--- src/rtl/sigma_irq_ctrl.sv ---
// Interrupt controller: synchronizes, edge/level-qualifies, masks and prioritizes N_IRQ lines and
// presents one interrupt at a time to the CPU over a req/ack/done handshake.
module sigma_irq_ctrl #(
  parameter int unsigned N_IRQ = 8
) (
  input  logic             clk_i,
  input  logic             rst_i,
  input  logic [N_IRQ-1:0] irq_i,
  input  logic             host_req_i,
  input  logic             host_we_i,
  input  logic [4:0]       host_addr_i,
  input  logic [31:0]      host_wdata_i,
  output logic             host_ack_o,
  output logic             host_resp_o,
  output logic [31:0]      host_rdata_o,
  output logic             irq_req_o,
  output logic [4:0]       irq_code_o,
  input  logic             irq_ack_i,
  input  logic             irq_done_i
);

  typedef enum logic [1:0] {StIdle, StReq, StSvc} state_e;

  localparam logic [2:0] RegPending = 3'd0;
  localparam logic [2:0] RegMode    = 3'd1;
  localparam logic [2:0] RegCur     = 3'd2;
  localparam logic [2:0] RegEnable  = 3'd4;

  logic [N_IRQ-1:0] sync1_q, sync2_q, prev_q;
  logic [N_IRQ-1:0] pending_q, pending_d;
  logic [N_IRQ-1:0] mode_q, mode_d;
  logic [N_IRQ-1:0] enable_q, enable_d;
  state_e           state_q, state_d;
  logic [4:0]       code_q, code_d;
  logic             resp_q, resp_d;
  logic [31:0]      rdata_q, rdata_d;

  logic             wr_en, rd_en;
  logic [2:0]       reg_sel;
  logic [N_IRQ-1:0] rise, clr, cand;
  logic [31:0]      ack_mask, rd_val;
  logic [4:0]       win_idx;
  logic             win_vld;

  always_comb begin
    wr_en    = host_req_i & host_we_i;
    rd_en    = host_req_i & ~host_we_i;
    reg_sel  = host_addr_i[4:2];
    rise     = sync2_q & ~prev_q;
    ack_mask = (state_q == StReq && irq_ack_i) ? (32'd1 << code_q) : 32'd0;
    clr      = ack_mask[N_IRQ-1:0];
    if (wr_en && reg_sel == RegPending) begin
      clr = clr | host_wdata_i[N_IRQ-1:0];
    end
    // Edge lines: a same-cycle set beats any clear. Level lines simply follow the synchronizer.
    pending_d = (mode_q & ((pending_q & ~clr) | rise)) | (~mode_q & sync2_q);
    mode_d    = mode_q;
    enable_d  = enable_q;
    if (wr_en && reg_sel == RegMode) begin
      mode_d = host_wdata_i[N_IRQ-1:0];
    end
    if (wr_en && reg_sel == RegEnable) begin
      enable_d = host_wdata_i[N_IRQ-1:0];
    end
  end

  always_comb begin
    cand    = pending_q & enable_q;
    win_vld = |cand;
    win_idx = '0;
    for (int i = int'(N_IRQ) - 1; i >= 0; i--) begin
      if (cand[i]) begin
        win_idx = 5'(i);
      end
    end
  end

  always_comb begin
    state_d = state_q;
    code_d  = code_q;
    unique case (state_q)
      StIdle: begin
        if (win_vld) begin
          state_d = StReq;
          code_d  = win_idx;
        end
      end
      StReq: begin
        if (irq_ack_i) begin
          state_d = StSvc;
        end
      end
      StSvc: begin
        if (irq_done_i) begin
          state_d = StIdle;
        end
      end
      default: state_d = StIdle;
    endcase
  end

  always_comb begin
    rd_val = '0;
    case (reg_sel)
      RegPending: rd_val[N_IRQ-1:0] = pending_q;
      RegMode:    rd_val[N_IRQ-1:0] = mode_q;
      RegCur: begin
        if (state_q != StIdle) begin
          rd_val = {state_q == StSvc, 26'd0, code_q};
        end
      end
      RegEnable:  rd_val[N_IRQ-1:0] = enable_q;
      default:    rd_val = '0;
    endcase
    resp_d  = rd_en;
    rdata_d = rd_en ? rd_val : 32'd0;
  end

  always_ff @(posedge clk_i) begin
    if (rst_i) begin
      sync1_q   <= '0;
      sync2_q   <= '0;
      prev_q    <= '0;
      pending_q <= '0;
      mode_q    <= '0;
      enable_q  <= '0;
      state_q   <= StIdle;
      code_q    <= '0;
      resp_q    <= 1'b0;
      rdata_q   <= '0;
    end else begin
      sync1_q   <= irq_i;
      sync2_q   <= sync1_q;
      prev_q    <= sync2_q;
      pending_q <= pending_d;
      mode_q    <= mode_d;
      enable_q  <= enable_d;
      state_q   <= state_d;
      code_q    <= code_d;
      resp_q    <= resp_d;
      rdata_q   <= rdata_d;
    end
  end

  assign host_ack_o   = host_req_i;
  assign host_resp_o  = resp_q;
  assign host_rdata_o = rdata_q;
  assign irq_req_o    = (state_q == StReq);
  assign irq_code_o   = code_q;

endmodule

--- config.mk ---
export PLATFORM = sky130hd
export DESIGN_NAME = sigma_irq_ctrl
export DESIGN_NICKNAME = d
export VERILOG_FILES = /design/src/rtl/sigma_irq_ctrl.sv
export SDC_FILE = /design/constraint.sdc
export NUM_CORES = 1
export LEC_CHECK = 0
export CORE_MARGIN = 3
export CORE_UTILIZATION = 42
export CTS_BUF_LIST = sky130_fd_sc_hd__clkbuf_2
export DETAILED_ROUTE_END_ITERATION = 8
export PLACE_DENSITY = 0.78
export SLEW_MARGIN = 0
export SYNTH_ARGS = -nofsm -noshare
export SYNTH_HDL_FRONTEND = slang
export SYNTH_SLANG_ARGS = --single-unit
--- constraint.sdc ---
create_clock -name clk_i -period 1.5 [get_ports clk_i]
set_clock_uncertainty 0.05 [all_clocks]
set_input_delay 0.375 -clock clk_i [delete_from_list [all_inputs] [get_ports clk_i]]
set_output_delay 0.375 -clock clk_i [all_outputs]
set_load 0.05 [all_outputs]
==> run notes <==
Notes from the flow run.

Status:
- The flow ran to the end, but the final reports show violations.
- The checks that failed: negative setup slack.

STA:
- Subtracting the final worst setup slack from the clock period gives ~1.6 ns.
- Summed over all failing endpoints, the final setup total negative slack is -0.0685 ns.
- The run gives the highest achievable clock rate as ~640 MHz.
- The run puts the final critical-path setup slack at -0.0685 ns.
- Setup repair after global routing could not meet its margin everywhere.
- The run gives the final tally of setup violations as 1.
- The final hold violation count recorded for this run is 0.
- The run gives the number of pins with negative max-slew slack in the final report as 0.
- The final critical path takes up 105% of the cycle.

Critical path:
- STA puts the critical path data arrival time at between 1 and 1.5 ns.
- By startpoint and endpoint, the worst setup path is classified as reg -> out.
- For reference, the critical path is captured by irq_req_o.
- The run gives the critical path endpoint category as an output pin.
- The run gives the endpoint of the lowest-slack register-to-register path as pending_q[6].
- STA classifies the critical path startpoint as a flop.
- On the critical path, the stage with the largest delay is an instance of dfxtp_4.
- Looking at the critical path, the highest net fanout was 2.
- Among all stages on the critical path, the maximum delay recorded is roughly 0.38 ns.
- The run gives the launch point of the worst path as state_q[0].
- The run gives the slack of the worst reg-to-reg path as approximately 0.06 ns.
- The worst register-to-register path depth is 6.
- The run gives the startpoint of the lowest-slack register-to-register path as state_q[0].
- The run puts the required time of the worst setup path at between 1 and 1.5 ns.
- Traced cell by cell, the critical path runs through nor2b_4 > buf_12.

CTS:
- The run puts the post-cts hold-fix buffer tally at 0.
- The longest clock path from root to sink contains 2 buffers.
- The run puts the clock insertion delay at the later pin of the skew report at between 0.4 and 0.5 ns.
- The run puts the number of CTS-inserted buffers at 9.
- The run puts the H-tree depth at 3.
- The run puts the clock sink total at about 63.
- TritonCTS built the clock tree.
- The run gives the clock input transition at the sequential cells of the worst setup and hold paths as ~0.17 ns.
- The run gives the buffer type at the clock tree root as clkbuf_2.

Floorplan:
- The run puts the die area at ~7200 µm².
- After floorplanning, the core was divided into 28 placement rows.
- The run puts the starting density of the core at a little over two fifths.
- The run gives the count of boundary I/O pins as about 90.
- The core region is 5990 µm².

Logic synthesis:
- The run gives the predominant post-synthesis flop cell as dfxtp_1.
- The run puts the sequential share of the synthesized area at 48.0%.
- The run gives the netlist area before placement as 2630 µm².
- The synthesized netlist was found by Yosys to have roughly 260 cells.
- In the post-synthesis netlist, the biggest area contributors are dfxtp_1 48%, mux2i_1 9.1%, buf_4 7.7%, nor2b_1 6.9%, nor2_1 4.1%.
- The run gives the yosys-reported design area after synthesis as about 2600 µm².
- The run puts the fraction of synthesized cell area taken by the top area cell type at between 40% and 50%.
- The run puts the synthesized area divided by synthesized cell count at approximately 10 µm².
- The run gives the number of synthesized register bits as approximately 63.
- The run gives the share of flip-flops with an asynchronous set or reset after synthesis as 0%.
- The synthesis stats list as the most numerous cell dfxtp_1.
- Sorting the Yosys area breakdown by cell type puts at the top dfxtp_1.
- The run gives the gate count of the mapped netlist as roughly 260.
- The run puts the number of flops mapped to enable cells by yosys at 0.
- Counting instances in the post-synthesis netlist gives the leading cell types as 63 x dfxtp_1, 29 x nor2_1, 29 x nor2b_1.
- The run puts the tally of unique sky130hd cells used after synthesis at 37.
- For this run, the number of Yosys warnings is 0.

Route:
- Per the detail_route report, vias per standard cell equal between 4 and 5.
- The run gives the detailed-routing iteration count for the pre-antenna-repair pass as 4.
- The run puts the count of antenna-violating nets left after detailed routing at 0.
- The run gives the number of DRC markers after the initial detailed-route iteration as 239.
- The run gives the detail-routed net length per standard cell as roughly 14 µm.
- The run gives the residual DRC count as 0.

Global route:
- The run puts the number of global-route vias before repair at 1922.
- The run puts the largest net degree at the start of global routing at 17.
- The run gives the global-route usage over all layers as about 16%.
- The initial antenna violation count is 0.
- Global routing finished with a remaining overflow of 0.
- The run puts the first-pass GRT wire length at 9.05 mm.

Worst hold path:
- In this run the worst hold path is classified as in -> reg.

Final layout:
- The run puts the number of diodes added for antenna fixing at 0.
- The run gives the fraction of final layout cells with drive strength greater than 1 as roughly 28%.
- The run gives the number of filler instances in the final layout as between 500 and 600.
- Relative to the synthesized area, the layout overhead comes to 37.2%.
- In the layout the commonest cells are 44 x dfxtp_1, 35 x buf_4, 28 x nor2_1.
- The run gives the most frequent standard cell in the layout excluding fill and tap cells as dfxtp_1.
- The run puts the number of nets in the layout at between 300 and 400.

Placement:
- The run puts the count of buffers from port buffering at 39.
- OpenSTA, run right after detailed placement, puts the worst setup slack at -0.479 ns.
- The run gives the final weighted congestion of routability-driven global placement as between 0.8 and 0.9.
- The run gives the detailed placer's ending HPWL as 4.35 mm.

Power:
- The run puts the power per unit of standard cell area at between 800 and 900 nW/µm².
- The run gives the leakage power total as ~1.6 nW.
- The run gives the worst voltage drop across the vdd grid as roughly 0.00066 V.

Flow run:
- The run puts the stage-log warning count at about 54.
- The run gives the number of violations of the max-capacitance limit as 0.
==> cell type report <==
| type | instances | area [µm²] | area share [%] |
|---|---|---|---|
| flip-flops and latches | 63 | 1300 | 36.0 |
| multi-input cells | 186 | 1230 | 34.1 |
| clock inverters | 6 | 76.3 | 2.12 |
| repair buffers | 78 | 858 | 23.8 |
| clock buffers | 9 | 45.0 | 1.25 |
| inverters | 1 | 3.75 | 0.104 |
| well taps | 75 | 93.8 | 2.60 |
==> timing repair <==
action                     CTS  global route
gates cloned                 0             0
buffers inserted             4             4
pin swaps                    0             6
setup endpoints to repair    5            20
gates resized               10            22
==> worst min-delay path by stage <==
| stage | startpoint | end | slack, ns | cells after the start |
|---|---|---|---|---|
| after floorplan | sync1_q[0] | sync2_q[0] | 0.36 | 1 |
| after global placement | sync1_q[5] | sync2_q[5] | 0.37 | 1 |
| after detailed placement | sync1_q[1] | sync2_q[1] | 0.37 | 1 |
| after CTS | irq_i[6] | sync1_q[6] | 0.36 | 2 |
| after global routing | host_we_i | host_resp_o | 0.20 | 3 |
| final | host_we_i | host_resp_o | 0.24 | 3 |
==> per-layer routing <==
metal  track usage (%)  vias to the layer above  share of wire [%]
met1              19.4                      968                 43
met4              8.78                        0                2.4
met3              3.98                       12                5.6
met5                 0                        -                  0
li1                  -                     1036                  -
met2              26.6                       71                 49
==> report_power, final <==
part / switching (W) / internal [W]
Combinational: 0.000254 / 0.000162
Clock: 0.000566 / 0.000526
Sequential: 0.0000184 / 0.00170
==> worst max-delay path, delay by kind of cell (launching register included) <==
family                 cells  cell delay [ns]
buffers and inverters      1             0.14
DFF                        1             0.38
and+or+nand+nor            1             0.16
==> metrics by stage <==
stage	util, %	hold WS, ns	std cells	cell area [µm²]	power, W
after floorplan	-	0.364	287	2730	0.00207
after global placement	56.2	0.366	395	3360	0.00217
after detailed placement	56.2	0.370	395	3360	0.00218
after CTS	59.0	0.358	414	3530	0.00326
after global routing	60.2	0.198	418	3610	0.00338
final	60.2	0.240	418	3610	0.00323
==> flip-flops by register name, indices dropped and copies added (netlist names) <==
register / count
pending_q: 8
prev_q: 8
enable_q: 8
irq_code_o: 3
mode_q: 8
host_rdata_o: 9
sync1_q: 8
host_resp_o: 1
sync2_q: 8
state_q: 2
==> kinds of logic after synthesis <==
logic type / after synthesis / synth area share (%)
simple gates: 85 / 17.7
compound gates: 52 / 15.5
other cells: 1 / 0.143
flops: 63 / 48.0
mux: 24 / 9.14
buf+inv: 38 / 9.52
==> images/met1.png <==
Scale: 4 px per µm. Supply wires on this layer in gray.
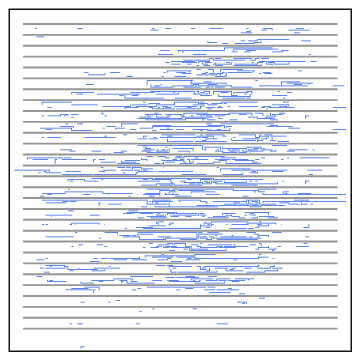
The wires run mostly horizontal. The layer holds 43% of the routed length. The layer carries 2440 µm of wire. The longest straight run is 26.2 µm. 309 nets have wire on it.
total wire length after detailed routing: 5.72 mm
total via count in the routed design: 2087
global-route track usage on met1: 19.4%

==> images/met2.png <==
Scale: 3 px per µm.
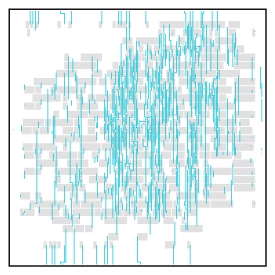
The wires run mostly vertical. The layer holds 49% of the routed length. The longest straight run is 35.7 µm. 307 nets have wire on it. The layer carries 2820 µm of wire.
GRT met2 Usage: 26.6%

==> images/met3.png <==
Scale: 4 px per µm.
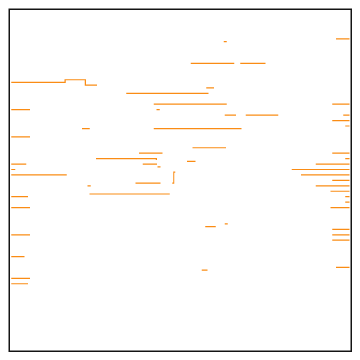
47 nets have wire on it. The layer carries 320 µm of wire.
routing usage on met3: 3.98%

==> images/pins.png <==
Scale: 4 px per µm. Pins as bars across the die edge, other pins in gray.
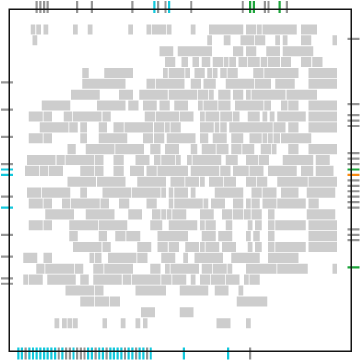
Key: host_wdata_i = cyan [pins 32, direction input, edge 27 bottom, 3 left, 2 top]; irq_code_o = green [pins 5, direction output, edge 3 top, 2 right]; host_req_i = orange [pins 1, direction input, edge right]
All pins by edge: 40 bottom, 20 right, 19 top, 12 left.
Die H: 85.1 µm
horizontal extent of the die: 85.1 µm

Power is estimated from default activity; no workload was simulated.
